==> config.mk <==
export PLATFORM = sky130hd
export DESIGN_NAME = fifo_ctrl_flat
export DESIGN_NICKNAME = d
export VERILOG_FILES = /design/src/rtl/fifo_ctrl_if.sv /design/src/rtl/fifo_ctrl.sv /design/src/flat_wrapper.sv
export SDC_FILE = /design/constraint.sdc
export NUM_CORES = 1
export LEC_CHECK = 0
export CAP_MARGIN = 0
export CELL_PAD_IN_SITES_DETAIL_PLACEMENT = 1
export CELL_PAD_IN_SITES_GLOBAL_PLACEMENT = 2
export CORE_UTILIZATION = 31
export CTS_CLUSTER_SIZE = 24
export DETAILED_ROUTE_END_ITERATION = 8
export GPL_ROUTABILITY_DRIVEN = 1
export PLACE_DENSITY_LB_ADDON = 0.1
export SLEW_MARGIN = 20
export SYNTH_ARGS = -nofsm -noshare
export SYNTH_HDL_FRONTEND = slang
export SYNTH_SLANG_ARGS = --single-unit
==> constraint.sdc <==
create_clock -name clk -period 4.5 [get_ports clk]
set_input_delay 0.9 -clock clk [delete_from_list [all_inputs] [get_ports clk]]
set_output_delay 0.9 -clock clk [all_outputs]
set_load 0.05 [all_outputs]
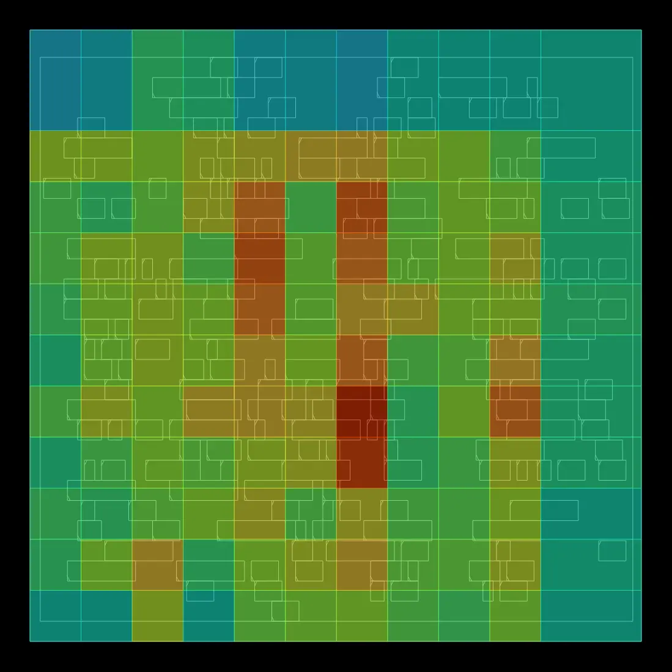
**Above:** run 1 (congestion heat map).
met1 Resource Use GR: 14.3%
M2 GR Usage: 22.4%
all-layer global routing usage: 12.6%
most used routing layer: met2
met3 demand-to-capacity share in global routing: 3.96%

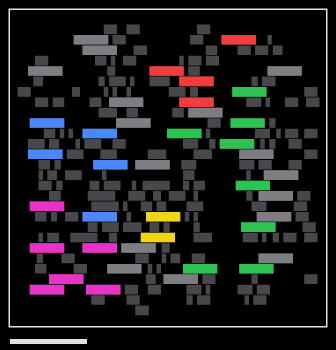
**Above:** run 1 (sequential cells grouped by signal name).
Bar = 20 µm.
colour	signal	placed flops
red	`u_core.ram_r_addr`	4
yellow	`u_core.ocnt_q`	2
blue	`u_core.scnt_q`	5
magenta	`u_core.bus.count`	6
green	`u_core.skid_q`	8
not coloured	16
share of the core filled with cells: 40.4%
area occupied by registers: 0.00103 mm²

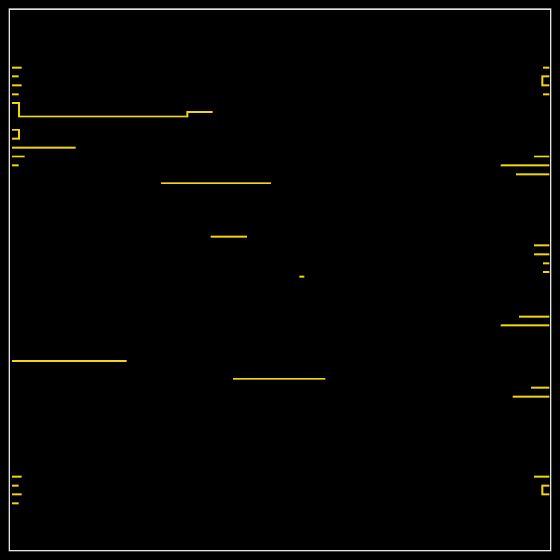
**Above:** run 1 (M3 wires).
wire length on this layer	157 µm
nets with wire on the layer	26
final WL: 3.79 mm
via count of the routed design: 1,232

==> PnR_summary.wiki <==
== Implementation results ==
{| class="wikitable"
! Metric !! Value
|-
| Result of the run || finished, final reports clean
|-
| Kind of path behind the tightest hold check || flip-flop to flip-flop
|-
| Ordered list of cells on the worst path || clkdlybuf4s50_1, nand2_1, and2_1, o21ai_0, fa_1, and3_1, ha_1, inv_1, ha_1, fa_1, fa_1, nand3_1, mux2i_1, xnor2_1
|-
| Synth flops || between 40 and 50
|-
| Final antenna-violating net count || 0
|-
| DR DRC count || 0
|-
| Kind of start point of the critical path || input pin
|-
| Worst path max stage delay || slightly above 500 ps
|-
| Cell chosen for the clock root || sky130_fd_sc_hd__clkbuf_8
|-
| Hold-critical path depth || 1
|-
| Clk ins delay skew pair || a little under 300 ps
|-
| Maximum level of the CTS H-tree || 2
|-
| Chip Footprint || roughly 0.007 mm²
|-
| Worst path depth || 14
|-
| Post-cts hold buffer count || 0
|-
| Post-synthesis share of cell area spent on and-or and or-and gates || 5.16%
|-
| Maxcap violations || 0
|-
| Count of buffer and inverter cells on the critical path || 2
|-
| Actual slew at the worst max-slew pin || 594 ps
|-
| # Post-CTS Setup Buffers || 0
|-
| Antenna violations before repair || 0
|-
| Crit path capture type || flip-flop
|-
| Share of synthesized cell area in full adder, half adder and majority cells || about 11%
|-
| Top logic cell family in the synthesized netlist || adder cells
|-
| Cell total in the yosys stat output || around 170
|-
| # port buffers || 38
|-
| Most common cell after layout, fill and taps aside || sky130_fd_sc_hd__dfrtp_1
|-
| Routed wire per std cell || 13.9 µm
|-
| Fin Setup TNS || 0 ps
|-
| Horizontal extent of the die || just over 80 µm
|-
| Top layer used by detailed routing || met4
|-
| Top flip-flop cell by instance count after synthesis || sky130_fd_sc_hd__dfrtp_1
|-
| Endpoints failing hold || 0
|-
| Wire length on met2 || just under 2 mm
|-
| Fp util || about a third
|-
| Die height || 82.6 µm
|-
| Synthesized netlist net count || slightly above 200
|-
| Hpwl dp || between 2 and 3 mm
|-
| Most area-hungry cell type in the Yosys netlist || sky130_fd_sc_hd__dfrtp_1
|-
| Yosys Chip Area || 0.00201 mm²
|-
| Register-to-register setup slack || between 1000 and 1500 ps
|-
| Worst rel slew slack || between 60% and 70%
|-
| Clock tree skew after final layout || approximately 4.7 ps
|-
| Path type of the worst setup path || input pin to flip-flop
|-
| Share of the clock period used by the worst path after layout || around 92%
|-
| Simple share || about 7%
|-
| Sequential area share after synthesis || about half
|-
| Post-Syn Area || about 0.002 mm²
|-
| Most frequent cell on the critical path || sky130_fd_sc_hd__fa_1
|-
| CTS sink cnt || around 40
|-
| NumNets Final || 232
|-
| # rows || 28
|-
| Initial DRT Pass Iterations || 4
|-
| Synth-to-Final Area Change || 22.2%
|-
| Number of OpenROAD warnings || 27
|-
| Max Fanout on Critical Path || 3
|-
| Violation tally from detailed-route iteration zero || 23
|-
| Most instantiated logic cells after routing || sky130_fd_sc_hd__dfrtp_1 (41), sky130_fd_sc_hd__clkdlybuf4s50_1 (38), sky130_fd_sc_hd__xnor2_1 (12), sky130_fd_sc_hd__inv_1 (12), sky130_fd_sc_hd__ha_1 (11)
|-
| Min Clock Period, post-route || 4150 ps
|-
| RD Place Congestion || about 0.67
|-
| Global-route wire length before repair || around 6.3 mm
|-
| Worst r2r path cells || 13
|-
| Post-synth EDFFs || 0
|-
| CTS buffer count || 5
|-
| Most repeated cell in the gate-level netlist after synthesis || sky130_fd_sc_hd__dfrtp_1
|-
| Worst slack at placement || about 42 ps
|-
| Number of global-route vias before repair || approximately 1,300
|-
| Number of instances in the placed design || 265
|-
| Post-Layout Cell Count || 273
|-
| Crit path max-delay cell type || sky130_fd_sc_hd__fa_1
|-
| Post-CTS resize count || 0
|-
| Top cells, area || sky130_fd_sc_hd__dfrtp_1 (51%), sky130_fd_sc_hd__ha_1 (6.8%), sky130_fd_sc_hd__buf_4 (6.0%)
|-
| Fraction of synthesized area in multiplexers || under 10%
|-
| Fin. max-slew vios || 0
|-
| Post-synth cell types || 30
|-
| CTS tree || yes
|-
| Fraction of layout instances using a drive strength above 1 || approximately a tenth
|-
| Final antenna diode count || 0
|-
| Number of synthesis warnings || 0
|-
| Clock transition time at the flip-flop clock pins of the worst setup and hold paths || around 80 ps
|-
| Min setup slack post-route || approximately 350 ps
|-
| Area of the core || 0.00610 mm²
|-
| Asr flop ratio synth || 100%
|-
| Unrepaired setup endpoints after global routing || false
|-
| Maximum number of pins on one net before global-route repair || 42
|-
| Synthesized netlist cell count || 167
|-
| Final number of setup-violating endpoints || 0
|-
| Post-route met1 wirelength || around 1.6 mm
|-
| Total cell area at the placement stage || between 0.002 and 0.0025 mm²
|-
| Worst endpoint data arrival time || 4310 ps
|-
| Total non-filler cell area in the finished layout || ~0.0025 mm²
|-
| Largest type area fraction || between 50% and 60%
|-
| Cell family with the largest share of critical-path delay || adder cells
|-
| Top-level port count || approximately 55
|-
| Worst hold slack across all endpoints || around 460 ps
|-
| Critical Path RT || 4660 ps
|-
| Cell types with the highest counts after synthesis || sky130_fd_sc_hd__dfrtp_1 (41), sky130_fd_sc_hd__buf_4 (16), sky130_fd_sc_hd__inv_1 (13)
|-
| Maximum clock path buffer count || 2
|-
| Vias per cell || roughly 4.5
|-
| Area fraction in xor and xnor cells || roughly 7.0%
|-
| Avg Synthesized Cell Area || ~12 µm²
|-
| Gr ovfl total || 0
|-
| Sum of met3 wire segment lengths after detailed routing || between 150 and 200 µm
|-
| F_max || ~240 MHz
|}
## run 1: kinds of logic (layout without fill, tap and decap cells)
logic type      Yosys count  in the layout
flops                    41             41
xor+xnor                 16             16
simple gates             28             28
compound gates           17             17
mux                      18             18
buf+inv                  32             63
fa+ha+maj                15             15
## run 1: area by class of cell
| class | instances | area [µm²] |
|---|---|---|
| inverters | 13 | 48.8 |
| flip-flops and latches | 41 | 1030 |
| clock inverters | 2 | 10.0 |
| well taps | 75 | 93.8 |
| clock buffers | 6 | 72.6 |
| repair buffers | 42 | 410 |
| fillers | 679 | 3630 |
| multi-input cells | 94 | 800 |
